`src/rtl/prewish_pkg.sv`:
```
// Shared definitions for the prewish mask path (arbiter, mentor, blinky).
package prewish_pkg;

    // Width of one blinky mask; the mentor and blinky use the same constant.
    localparam int unsigned PREWISH_MASK_W = 8;

    // Arbiter FSM states; the encodings are shared with other blocks.
    typedef enum logic [1:0] {
        StIdle    = 2'b00,
        StStrobe  = 2'b01,
        StHoldoff = 2'b10
    } prewish_state_e;

    // Bits needed to index n items, never less than one.
    function automatic int unsigned prewish_idx_w(input int unsigned n);
        return (n > 1) ? $clog2(n) : 1;
    endfunction

endpackage

```
`src/rtl/prewish_mask_arbiter_if.sv`:
```
// Bundle between the mask sources and the arbiter, plus the arbiter outputs.
interface prewish_mask_arbiter_if
    import prewish_pkg::*;
#(
    parameter int unsigned NUM_REQ   = 4,
    parameter int unsigned DAT_WIDTH = PREWISH_MASK_W
);

    localparam int unsigned GNT_W = prewish_idx_w(NUM_REQ);

    logic [NUM_REQ-1:0]           REQ_I;
    logic [NUM_REQ*DAT_WIDTH-1:0] DAT_I;
    logic                         STB_O;
    logic [DAT_WIDTH-1:0]         DAT_O;
    logic [NUM_REQ-1:0]           ACK_O;
    logic [GNT_W-1:0]             GNT_O;
    logic                         BUSY_O;

    // Arbiter side.
    modport slave (
        input  REQ_I,
        input  DAT_I,
        output STB_O,
        output DAT_O,
        output ACK_O,
        output GNT_O,
        output BUSY_O
    );

    // Requester / observer side.
    modport master (
        output REQ_I,
        output DAT_I,
        input  STB_O,
        input  DAT_O,
        input  ACK_O,
        input  GNT_O,
        input  BUSY_O
    );

endinterface

```
`src/rtl/prewish_rr_picker.sv`:
```
// Combinational round-robin search: first set request after the last grant.
module prewish_rr_picker
    import prewish_pkg::*;
#(
    parameter  int unsigned NUM_REQ = 4,
    localparam int unsigned IDX_W   = prewish_idx_w(NUM_REQ)
) (
    input  logic [NUM_REQ-1:0] req,
    input  logic [IDX_W-1:0]   last,
    output logic               found,
    output logic [IDX_W-1:0]   idx
);

    logic [31:0] cand;

    // Walk offsets from farthest to nearest so the nearest set bit wins.
    always_comb begin
        found = 1'b0;
        idx   = '0;
        cand  = '0;
        for (int off = int'(NUM_REQ); off >= 1; off--) begin
            cand = (32'(last) + 32'(off)) % NUM_REQ;
            if (req[cand[IDX_W-1:0]]) begin
                found = 1'b1;
                idx   = cand[IDX_W-1:0];
            end
        end
    end

endmodule

```
`src/rtl/prewish_mask_arbiter.sv`:
```
// Round-robin arbiter feeding single-cycle mask strobes to the blinky mentor,
// with a fixed hold-off after every strobe.
module prewish_mask_arbiter
    import prewish_pkg::*;
#(
    parameter int unsigned NUM_REQ        = 4,
    parameter int unsigned DAT_WIDTH      = PREWISH_MASK_W,
    // Must be at least 1; a zero hold-off could re-grant a requester whose
    // REQ has not yet dropped.
    parameter int unsigned HOLDOFF_CYCLES = 16
) (
    input logic                   CLK_I,
    input logic                   RST_I,
    prewish_mask_arbiter_if.slave bus
);

    localparam int unsigned GNT_W = prewish_idx_w(NUM_REQ);
    localparam int unsigned CNT_W = prewish_idx_w(HOLDOFF_CYCLES);

    localparam logic [GNT_W-1:0] LAST_RST = GNT_W'(NUM_REQ - 1);
    localparam logic [CNT_W-1:0] CNT_LOAD = CNT_W'(HOLDOFF_CYCLES - 1);

    prewish_state_e       state_q;
    logic [CNT_W-1:0]     cnt_q;
    logic [GNT_W-1:0]     last_q;
    logic                 stb_q;
    logic [NUM_REQ-1:0]   ack_q;
    logic [DAT_WIDTH-1:0] dat_q;
    logic [GNT_W-1:0]     gnt_q;
    logic                 busy_q;

    logic                 pick_found;
    logic [GNT_W-1:0]     pick_idx;
    logic [DAT_WIDTH-1:0] pick_dat;
    logic [NUM_REQ-1:0]   pick_onehot;

    prewish_rr_picker #(
        .NUM_REQ (NUM_REQ)
    ) u_picker (
        .req   (bus.REQ_I),
        .last  (last_q),
        .found (pick_found),
        .idx   (pick_idx)
    );

    assign pick_dat    = bus.DAT_I[32'(pick_idx) * DAT_WIDTH +: DAT_WIDTH];
    assign pick_onehot = {{(NUM_REQ - 1){1'b0}}, 1'b1} << pick_idx;

    // FSM, hold-off counter and all registered outputs.
    always_ff @(posedge CLK_I) begin
        if (RST_I) begin
            state_q <= StIdle;
            cnt_q   <= '0;
            last_q  <= LAST_RST;
            stb_q   <= 1'b0;
            ack_q   <= '0;
            dat_q   <= '0;
            gnt_q   <= '0;
            busy_q  <= 1'b0;
        end else begin
            unique case (state_q)
                StIdle: begin
                    stb_q  <= 1'b0;
                    ack_q  <= '0;
                    busy_q <= 1'b0;
                    if (pick_found) begin
                        state_q <= StStrobe;
                        stb_q   <= 1'b1;
                        ack_q   <= pick_onehot;
                        dat_q   <= pick_dat;
                        gnt_q   <= pick_idx;
                        last_q  <= pick_idx;
                        busy_q  <= 1'b1;
                    end
                end
                StStrobe: begin
                    state_q <= StHoldoff;
                    stb_q   <= 1'b0;
                    ack_q   <= '0;
                    cnt_q   <= CNT_LOAD;
                    busy_q  <= 1'b1;
                end
                StHoldoff: begin
                    // Requests are ignored here; they are re-evaluated in idle.
                    if (cnt_q == '0) begin
                        state_q <= StIdle;
                        busy_q  <= 1'b0;
                    end else begin
                        cnt_q <= cnt_q - 1'b1;
                    end
                end
                default: begin
                    state_q <= StIdle;
                    stb_q   <= 1'b0;
                    ack_q   <= '0;
                    busy_q  <= 1'b0;
                end
            endcase
        end
    end

    assign bus.STB_O  = stb_q;
    assign bus.ACK_O  = ack_q;
    assign bus.DAT_O  = dat_q;
    assign bus.GNT_O  = gnt_q;
    assign bus.BUSY_O = busy_q;

endmodule

```
`src/flat_wrapper.sv`:
```
// flat-port wrapper written by rule: the top's interface ports become plain ports
module prewish_mask_arbiter_flat import prewish_pkg::*;
#(
    parameter int unsigned NUM_REQ        = 4,
    parameter int unsigned DAT_WIDTH      = PREWISH_MASK_W,
                                                                           
                               
    parameter int unsigned HOLDOFF_CYCLES = 16
)
  (CLK_I, RST_I, bus_REQ_I, bus_DAT_I, bus_STB_O, bus_DAT_O, bus_ACK_O, bus_GNT_O, bus_BUSY_O);
  prewish_mask_arbiter_if #(.NUM_REQ(NUM_REQ), .DAT_WIDTH(DAT_WIDTH)) bus_i ();
  input logic CLK_I;
  input logic RST_I;
  input wire logic [$bits(bus_i.REQ_I)-1:0] bus_REQ_I;
  input wire logic [$bits(bus_i.DAT_I)-1:0] bus_DAT_I;
  output wire logic [$bits(bus_i.STB_O)-1:0] bus_STB_O;
  output wire logic [$bits(bus_i.DAT_O)-1:0] bus_DAT_O;
  output wire logic [$bits(bus_i.ACK_O)-1:0] bus_ACK_O;
  output wire logic [$bits(bus_i.GNT_O)-1:0] bus_GNT_O;
  output wire logic [$bits(bus_i.BUSY_O)-1:0] bus_BUSY_O;
  assign bus_i.REQ_I = bus_REQ_I;
  assign bus_i.DAT_I = bus_DAT_I;
  assign bus_STB_O = bus_i.STB_O;
  assign bus_DAT_O = bus_i.DAT_O;
  assign bus_ACK_O = bus_i.ACK_O;
  assign bus_GNT_O = bus_i.GNT_O;
  assign bus_BUSY_O = bus_i.BUSY_O;
  prewish_mask_arbiter #(.NUM_REQ(NUM_REQ), .DAT_WIDTH(DAT_WIDTH), .HOLDOFF_CYCLES(HOLDOFF_CYCLES)) u_core (.CLK_I(CLK_I), .RST_I(RST_I), .bus(bus_i));
endmodule
```
`config.mk`:
```
export PLATFORM = sky130hd
export DESIGN_NAME = prewish_mask_arbiter_flat
export DESIGN_NICKNAME = d
export VERILOG_FILES = /design/src/rtl/prewish_pkg.sv /design/src/rtl/prewish_mask_arbiter_if.sv /design/src/rtl/prewish_rr_picker.sv /design/src/rtl/prewish_mask_arbiter.sv /design/src/flat_wrapper.sv
export SDC_FILE = /design/constraint.sdc
export NUM_CORES = 1
export LEC_CHECK = 0
export CAP_MARGIN = 20
export CORE_MARGIN = 2
export CORE_UTILIZATION = 44
export CTS_BUF_LIST = sky130_fd_sc_hd__clkbuf_4
export CTS_CLUSTER_SIZE = 14
export DETAILED_ROUTE_END_ITERATION = 10
export PLACE_DENSITY = 0.82
export SLEW_MARGIN = 20
export SYNTH_ARGS = -nofsm -noshare
export SYNTH_HDL_FRONTEND = slang
export SYNTH_SLANG_ARGS = --single-unit
```
`constraint.sdc`:
```
create_clock -name CLK_I -period 2.2 [get_ports CLK_I]
set_input_delay 0.33 -clock CLK_I [delete_from_list [all_inputs] [get_ports CLK_I]]
set_output_delay 0.33 -clock CLK_I [all_outputs]
set_load 0.01 [all_outputs]
```
run_1/met2.png
Cells faint in the background.
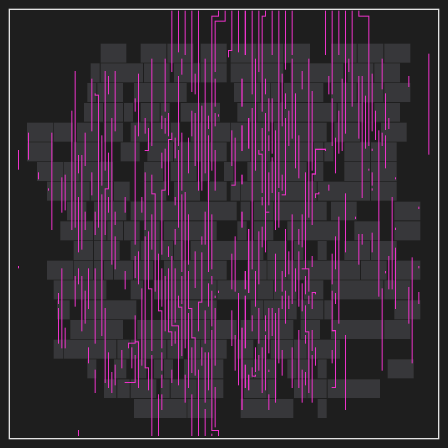
nets with wire on the layer: 222
wire length on this layer: 1,920 um
main direction: vertical
longest straight run: 24.6 um
share of all routed wire: 53%
Total Wirelength: 3600 um
met2 usage in global routing: 40.8%
via count: 1,330

run_1/final_placement.png
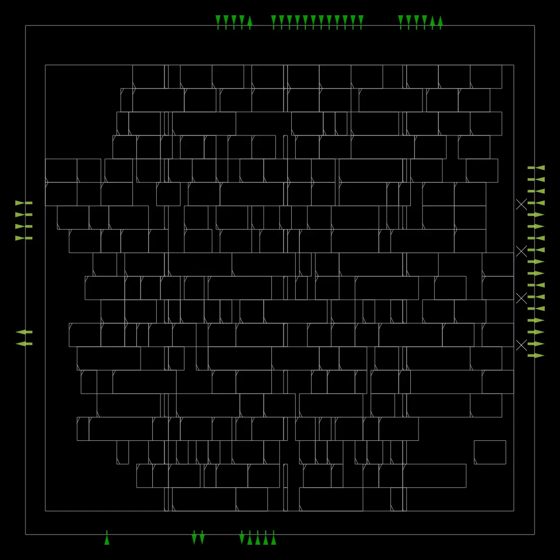
final core occ: 70.6%
total core area: 2810 sq um
Seq area share: 24.3%
tap cells: 31

==> results.json, run 1 <==
{
  "status": "complete, but fails checks",
  "violations": "design-rule violations",
  "gr-usage-met1_pct": 27.3,
  "cp_cell_sequence": "clkdlybuf4s50_1 > buf_4 > and3b_1 > o31ai_2 > nand2_1 > a211oi_1 > a2111oi_2",
  "ctsHoldBuffers": 0,
  "maxCapViolCount": 0,
  "antenna_found_initial": 0,
  "portBuffers": 53,
  "pre_cts_ws_ns": -0.188,
  "top_layer": "met4",
  "final_max_slew_viol_count": 0,
  "die_w_um": 59.0,
  "tritoncts": "yes",
  "placed_cell_area_sq_um": 1960,
  "dr_wl_met2_um": 1920,
  "clock_sinks": 24,
  "n_antenna_cell": 0,
  "rsz0062_at_grt": "no",
  "worstReg2RegEnd": "u_core.bus.DAT_O[3]$_SDFFE_PP0P_",
  "whs_endpoint": "u_core.cnt_q[0]$_SDFFE_PP0P_",
  "area_growth_pct": 48.9,
  "die_h_um": 59.0,
  "cts_post_setup_buffers_inserted": 0,
  "cp.arrival_ns": 2.12,
  "busiest_layer": "met2",
  "worstSetupPathDepth": 7,
  "clk_root_buffer_cell": "clkbuf_4",
  "worstSetupStartpointType": "primary input",
  "boundaryPins": 54,
  "fin_skew_ns": 0.00307,
  "h-tree-depth": 1,
  "synth.distinct_cells": 39,
  "hpwl_um": 2890,
  "cp_top_family": "AND-OR/OR-AND gates",
  "dp_cells": 238,
  "crit_type": "in2reg",
  "crit_required_ns": 2.38,
  "critPathBufInv": 2,
  "cts_buffer_depth": 2,
  "peakVddDrop_v": 0.000400,
  "syn_inst": 149,
  "setup_viol": 0,
  "critPathCaptureType": "flip-flop",
  "grt_util_all_layers_pct": 22.6,
  "first_global_vias": 1348,
  "drc": 4,
  "critPathSlowestCell": "clkdlybuf4s50_1",
  "async_flop_share_pct": 0,
  "m1WireLength_um": 1420,
  "chipArea_sq_um": 3480,
  "synth_nets": 188,
  "crit_start": "bus_REQ_I[3]",
  "ctsResizeCount": 0,
  "rr_worst_depth": 5,
  "yosysTopAreaCell": "dfxtp_1",
  "top_cells_by_area": "dfxtp_1 36%, a211oi_1 9.0%, mux2i_1 6.8%",
  "hold_depth": 1,
  "grt_pass1_wl_um": 5980,
  "stdcell_area_sq_um": 1980,
  "ys_area_sq_um": 1330,
  "synthFlopType": "dfxtp_1",
  "period_minus_slack_ns": 1.95,
  "max_stage_delay_ns": 0.43,
  "timing.fmax_ghz": 0.513,
  "worst_slack_ns": 0.252,
  "insertion_delay_ns": 0.31,
  "top_area_share_pct": 36.1,
  "rows": 19,
  "mostFrequentLayoutCells": "53 x clkdlybuf4s50_1, 24 x dfxtp_1, 23 x nor2_1, 16 x a211oi_1, 14 x buf_4",
  "ys_cells": 149,
  "drt_iter0_drc": 33,
  "grt_start_max_net_pins": 16
}
run_1/met1.png
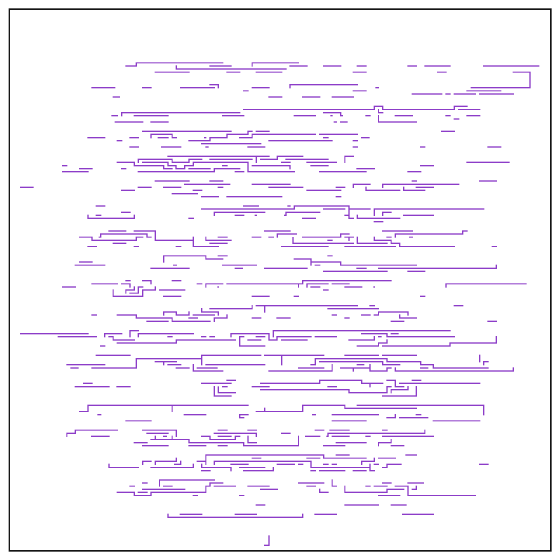
longest straight run: 19.3 um
share of all routed wire: 39%
main direction: horizontal

run 1: power breakdown:
part / leakage [nW] / internal, W / switching, W
Combinational: 0.595 / 0.000317 / 0.000267
Clock: 0.0138 / 0.0000640 / 0.000126
Sequential: 0.199 / 0.000505 / 0.0000582
Total: 0.808 / 0.000886 / 0.000451
run 1: cells by family after synthesis:
family                     synth area share, %
DFF                                       36.1
muxes                                     7.62
adders and majority gates                0.941
AOI/OAI and AO/OA                         29.5
xor gates and xnor gates                 0.659
buffers and inverters                     8.84
and+or+nand+nor                           16.3
run 1: layout make-up:
class                      count  area, sq um
clock buffer                   3         22.5
fill                         212          825
inverter                      13         48.8
multi-input combinational    102          734
sequential                    24          480
tap                           31         38.8
timing repair buffer          68          656
run_1/registers.png
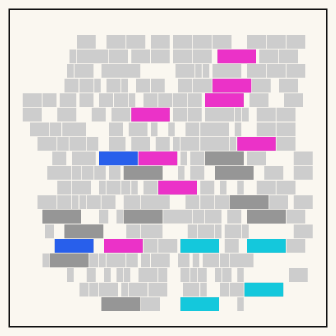

==> inputs of run 2 (changes only) <==
--- a/config.mk
+++ b/config.mk
@@ -6,12 +6,15 @@
 export NUM_CORES = 1
 export LEC_CHECK = 0
 export CAP_MARGIN = 20
+export CELL_PAD_IN_SITES_DETAIL_PLACEMENT = 1
+export CELL_PAD_IN_SITES_GLOBAL_PLACEMENT = 1
 export CORE_MARGIN = 2
-export CORE_UTILIZATION = 44
+export CORE_UTILIZATION = 32
 export CTS_BUF_LIST = sky130_fd_sc_hd__clkbuf_4
 export CTS_CLUSTER_SIZE = 14
 export DETAILED_ROUTE_END_ITERATION = 10
-export PLACE_DENSITY = 0.82
+export HOLD_SLACK_MARGIN = 0.15
+export PLACE_DENSITY = 0.88
 export SLEW_MARGIN = 20
 export SYNTH_ARGS = -nofsm -noshare
 export SYNTH_HDL_FRONTEND = slang
run_2/registers.png
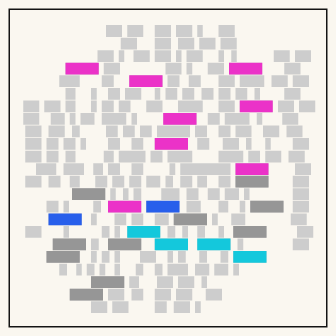
[cyan] `u_core.cnt_q` | placed flops: 4 | where: bottom centre
[blue] `u_core.last_q` | placed flops: 2
[magenta] `u_core.bus.DAT_O` | placed flops: 8
not coloured: 10

==> results.json, run 2 <==
{
  "status": "finished clean",
  "use_met3_pct": 2.80,
  "inverters_excl_clock": 13,
  "async_flop_share_pct": 0,
  "grt_start_max_net_pins": 15,
  "ant_nets": 0,
  "avgSynthCellArea_sq_um": 8.93,
  "hp-class": "reg2reg",
  "h-tree-depth": 1,
  "power_w": 0.00150,
  "seq_share_pct": 23.4,
  "mostFrequentLayoutCells": "53 x clkdlybuf4s50_1, 24 x dfxtp_1, 23 x nor2_1, 16 x a211oi_1, 16 x buf_4",
  "die_w_um": 68.5,
  "drc": 0,
  "ys_cells": 149,
  "peakVddDrop_v": 0.000308,
  "ys_area_sq_um": 1330,
  "ys_seq_share_pct": 36.1,
  "warnings": 26,
  "largest_reg_flops": 8,
  "die_h_um": 68.5,
  "hpwl_um": 3290,
  "cp_cell_sequence": "clkdlybuf4s50_1 > buf_4 > and3b_1 > o31ai_2 > buf_4 > nand3_1 > mux2_1 > o221ai_1",
  "route.vias.total": 1370,
  "core_sq_um": 4000,
  "worstSetupPathDepth": 8,
  "cp.arrival_ns": 2.19,
  "grt_util_all_layers_pct": 19.0,
  "numCtsBuffers": 3,
  "critPathCaptureType": "flip-flop",
  "chipArea_sq_um": 4690,
  "max_stage_delay_ns": 0.43,
  "met2_usage_pct": 35.2,
  "gr-usage-met1_pct": 21.9,
  "m1WireLength_um": 1810,
  "flop_area_sq_um": 480,
  "edf_count": 0,
  "gp_congestion": 0.775,
  "final_max_slew_viol_count": 0,
  "ctsHoldBuffers": 0,
  "rr_worst_depth": 6,
  "top_layer": "met4",
  "cts_buffer_depth": 2,
  "buffers": 70,
  "viasPerCell": 5.21,
  "synth_area_sq_um": 1330,
  "synth.distinct_cells": 39,
  "clock_sinks": 24,
  "insertion_delay_ns": 0.32,
  "powerDensity_nw_per_um2": 732,
  "lay_top_count": "clkdlybuf4s50_1",
  "clock_cell_area_share_pct": 2.56,
  "dp_cells": 259,
  "syn_inst": 149,
  "grt_pass1_wl_um": 6550,
  "yosysTopAreaCell": "dfxtp_1",
  "tritoncts": "yes",
  "overflow": 0,
  "placed_cell_area_sq_um": 1990,
  "drt_iter0_drc": 44,
  "boundaryPins": 54,
  "logic_area_sq_um": 734,
  "tapCellCount": 50,
  "portBuffers": 53,
  "synthFlopType": "dfxtp_1",
  "setup.worst_path.end": "u_core.bus.DAT_O[6]$_SDFFE_PP0P_",
  "fin_setup_tns_ns": 0,
  "path_max_fanout": 4,
  "final_layout_size_suffix_gt1_share_pct": 16.0,
  "worstReg2RegEnd": "u_core.bus.DAT_O[6]$_SDFFE_PP0P_",
  "worstSetupStartpointType": "primary input",
  "maxCapViolCount": 0,
  "setup_viol": 0,
  "crit_start": "bus_REQ_I[3]",
  "fin_crit_sh_pct": 88.3,
  "antenna_found_initial": 0,
  "whs_endpoint": "u_core.bus.ACK_O[1]$_SDFFE_PP0P_",
  "seq_cells": 24,
  "clk_pin_slew_ns": 0.13,
  "period_minus_slack_ns": 1.94,
  "rsz0062_at_grt": "no",
  "top_area_share_pct": 36.1,
  "pre_cts_ws_ns": -0.247,
  "slew-limit-headroom_pct": 58.7,
  "timing.fmax_ghz": 0.515,
  "route.detailed.wl_per_inst_um": 15.8,
  "worstMarginPinSlew_ns": 0.619,
  "ys.warnings.count": 0,
  "power_leakage_nw": 0.831,
  "synth_nets": 188,
  "fin_skew_ns": 0.00557,
  "n_antenna_cell": 0,
  "dr_wl_met2_um": 2130,
  "crit_required_ns": 2.45,
  "utilization_pct": 51.2,
  "critPathSlowestCell": "clkdlybuf4s50_1",
  "worst_slack_ns": 0.258,
  "nClkBuffers": 3,
  "core_util_floorplan_pct": 33.2,
  "cpMostUsedCell": "buf_4",
  "rows": 23,
  "cp_top_family": "buffers and inverters",
  "dr.pass1.iters": 4,
  "hold_viol_final": 0,
  "top_cells_by_area": "dfxtp_1 36%, a211oi_1 9.0%, mux2i_1 6.8%",
  "top_cells_by_count": "24 x dfxtp_1, 24 x nor2_1, 16 x a211oi_1, 13 x inv_1, 9 x mux2i_1",
  "wl_um": 4160,
  "rrSetupSlack_ns": 0.34,
  "first_global_vias": 1428,
  "area_growth_pct": 54.1,
  "dr_wl_met3_um": 177,
  "worstHoldStart": "u_core.bus.ACK_O[1]$_SDFFE_PP0P_",
  "bufAreaShareNonClock_pct": 32.7,
  "comb_cells": 102,
  "nFillCells": 491,
  "ys_ff": 24,
  "critPathBufInv": 3,
  "nets": 253,
  "largest_cell_class": "logic gates",
  "crit_type": "in2reg",
  "stdcell_area_sq_um": 2050,
  "timing.hold.ws_ns": 0.511,
  "final_cells": 263,
  "busiest_layer": "met2",
  "r2r_start": "u_core.last_q[1]$_SDFFE_PP1P_",
  "clk_root_buffer_cell": "clkbuf_4",
  "comb_area_share_pct": 35.8,
  "hold_depth": 2
}
-- run 2: cell counts after synthesis --
Identical to the previous run, type by type.
-- run 2: cells by family after synthesis --
kind of cell	count (synthesis)	share of synthesized area (%)
muxes	10	7.62
AOI/OAI and AO/OA	45	29.5
DFF	24	36.1
xor gates and xnor gates	1	0.659
and+or+nand+nor	45	16.3
buffers and inverters	23	8.84
adders and majority gates	1	0.941
-- run 2: power by group --
part	switching (W)	internal (W)	total [W]	leakage, nW
Clock	0.000140	0.000184	0.000325	0.0279
Sequential	0.0000573	0.000505	0.000562	0.199
Combinational	0.000287	0.000326	0.000612	0.604
-- run 2: timing repair --
action | in CTS | in global routing
resized | 0 | 1
setup buffers | 0 | 0
endpoints found under the setup margin | 0 | 1
==> inputs of run 3 (changes only) <==
--- a/config.mk
+++ b/config.mk
@@ -5,6 +5,7 @@
 export SDC_FILE = /design/constraint.sdc
 export NUM_CORES = 1
 export LEC_CHECK = 0
+export ABC_CLOCK_PERIOD_IN_PS = 2200
 export CAP_MARGIN = 20
 export CELL_PAD_IN_SITES_DETAIL_PLACEMENT = 1
 export CELL_PAD_IN_SITES_GLOBAL_PLACEMENT = 1
@@ -13,7 +14,7 @@
 export CTS_BUF_LIST = sky130_fd_sc_hd__clkbuf_4
 export CTS_CLUSTER_SIZE = 14
 export DETAILED_ROUTE_END_ITERATION = 10
-export HOLD_SLACK_MARGIN = 0.15
+export HOLD_SLACK_MARGIN = 0.05
 export PLACE_DENSITY = 0.88
 export SLEW_MARGIN = 20
 export SYNTH_ARGS = -nofsm -noshare
run_3/registers.png
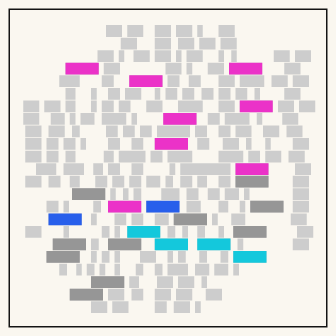
final core occ: 51.2%
Power Sequential: 0.000562 W
area occupied by registers: 480 sq um

==> results.json, run 3 <==
{
  "rr_worst_depth": 6,
  "whs_endpoint": "u_core.bus.ACK_O[1]$_SDFFE_PP0P_",
  "die_w_um": 68.5,
  "top_layer": "met4",
  "timing.fmax_ghz": 0.515,
  "maxCapViolCount": 0,
  "powerDensity_nw_per_um2": 732,
  "rows": 23,
  "final_cells": 263,
  "syn_inst": 149,
  "core_util_floorplan_pct": 33.2,
  "synth_area_sq_um": 1330,
  "worst_slack_ns": 0.258,
  "overflow": 0,
  "max_stage_delay_ns": 0.43,
  "route.vias.total": 1370,
  "stdcell_area_sq_um": 2050,
  "fin_skew_ns": 0.00557,
  "core_sq_um": 4000,
  "tritoncts": "yes",
  "n_antenna_cell": 0,
  "m1WireLength_um": 1810,
  "synthFlopType": "dfxtp_1",
  "ys_sh_adder_pct": 0.941,
  "ctsResizeCount": 0,
  "power.internal_w": 0.00102,
  "busiest_layer": "met2",
  "dr_wl_met3_um": 177,
  "lay_top_count": "clkdlybuf4s50_1",
  "status": "finished clean",
  "area_growth_pct": 54.1,
  "top_cells_by_area": "dfxtp_1 36%, a211oi_1 9.0%, mux2i_1 6.8%",
  "async_flop_share_pct": 0,
  "antenna_found_initial": 0,
  "clk_pin_slew_ns": 0.13,
  "insertion_delay_ns": 0.32,
  "dr.pass1.iters": 4,
  "setup.worst_path.end": "u_core.bus.DAT_O[6]$_SDFFE_PP0P_",
  "compound_area_share_pct": 29.5,
  "gr-usage-met1_pct": 21.9,
  "ys_ff": 24,
  "power_w": 0.00150,
  "wl_um": 4160,
  "worstMarginPinSlew_ns": 0.619,
  "r2r_start": "u_core.last_q[1]$_SDFFE_PP1P_",
  "slew-limit-headroom_pct": 58.7,
  "top_logic_kind": "AND-OR/OR-AND gates",
  "cts_buffer_depth": 2,
  "hold_depth": 2,
  "seqPwrFrac_pct": 37.5,
  "gp_congestion": 0.775,
  "worstReg2RegEnd": "u_core.bus.DAT_O[6]$_SDFFE_PP0P_",
  "worstSetupStartpointType": "primary input",
  "path_max_fanout": 4,
  "setup_viol": 0,
  "timing.hold.ws_ns": 0.511,
  "dp_cells": 259,
  "worstHoldStart": "u_core.bus.ACK_O[1]$_SDFFE_PP0P_",
  "h-tree-depth": 1,
  "top_cells_by_count": "24 x dfxtp_1, 24 x nor2_1, 16 x a211oi_1, 13 x inv_1, 9 x mux2i_1",
  "first_global_vias": 1428,
  "crit_required_ns": 2.45,
  "drc": 0,
  "mostFrequentLayoutCells": "53 x clkdlybuf4s50_1, 24 x dfxtp_1, 23 x nor2_1, 16 x a211oi_1, 16 x buf_4",
  "nets": 253,
  "grt_start_max_net_pins": 15,
  "ys_cells": 149,
  "final_max_slew_viol_count": 0,
  "crit_type": "in2reg",
  "synthMuxAreaShare_pct": 7.62,
  "clock_sinks": 24,
  "grt_util_all_layers_pct": 19.0,
  "final_layout_size_suffix_gt1_share_pct": 16.0,
  "chipArea_sq_um": 4690,
  "drt_iter0_drc": 44,
  "period_minus_slack_ns": 1.94,
  "yosysTopAreaCell": "dfxtp_1",
  "ys_area_sq_um": 1330,
  "edf_count": 0,
  "critPathCaptureType": "flip-flop",
  "viasPerCell": 5.21,
  "cp_cell_sequence": "clkdlybuf4s50_1 > buf_4 > and3b_1 > o31ai_2 > buf_4 > nand3_1 > mux2_1 > o221ai_1",
  "power_leakage_nw": 0.831,
  "warnings": 26,
  "use_met3_pct": 2.80,
  "portBuffers": 53,
  "rsz0062_at_grt": "no",
  "dr_wl_met2_um": 2130,
  "hold_viol_final": 0,
  "power_switching_w": 0.000484,
  "rrSetupSlack_ns": 0.34,
  "swShare_pct": 32.3,
  "grt_pass1_wl_um": 6550,
  "cpMostUsedCell": "buf_4",
  "die_h_um": 68.5,
  "peakVddDrop_v": 0.000308,
  "ys_seq_share_pct": 36.1,
  "critPathSlowestCell": "clkdlybuf4s50_1",
  "numCtsBuffers": 3,
  "synthXorXnorAreaFrac_pct": 0.659,
  "pre_cts_ws_ns": -0.247,
  "placed_cell_area_sq_um": 1990,
  "top_area_share_pct": 36.1,
  "largest_reg_flops": 8,
  "fin_setup_tns_ns": 0,
  "p_clk_share_pct": 21.6,
  "cp.arrival_ns": 2.19,
  "clk_root_buffer_cell": "clkbuf_4",
  "cts_post_setup_buffers_inserted": 0,
  "power_frac_comb_pct": 40.8,
  "boundaryPins": 54,
  "crit_start": "bus_REQ_I[3]",
  "route.detailed.wl_per_inst_um": 15.8,
  "met2_usage_pct": 35.2,
  "synth_nets": 188,
  "ctsHoldBuffers": 0,
  "fin_crit_sh_pct": 88.3,
  "ant_nets": 0,
  "hpwl_um": 3290
}
run 3: layout make-up:
class                   count  area, sq um
clock buffers               3         22.5
clock inverters             1         30.0
fillers                   491         1950
inverters                  13         48.8
multi-input cells         102          734
flip-flops and latches     24          480
well taps                  50         62.6
repair buffers             70          671
run 3: power groups by stage:
stage	Sequential, W	Clock, W	Combinational (W)
floorplan	0.000575	0	0.000330
CTS	0.000562	0.000333	0.000617
finish	0.000562	0.000325	0.000612
detailed placement	0.000571	0	0.000614
global placement	0.000568	0	0.000590
global route	0.000572	0.000356	0.000666
run 3: worst max-delay path, delay by kind of cell:
family | cells | cell delay [ns]
AND-OR/OR-AND | 2 | 0.52
buffers and inverters | 3 | 0.78
multiplexers | 1 | 0.29
AND/OR/NAND/NOR | 2 | 0.25
No activity file was given, so power comes from the tool's default toggle rates.
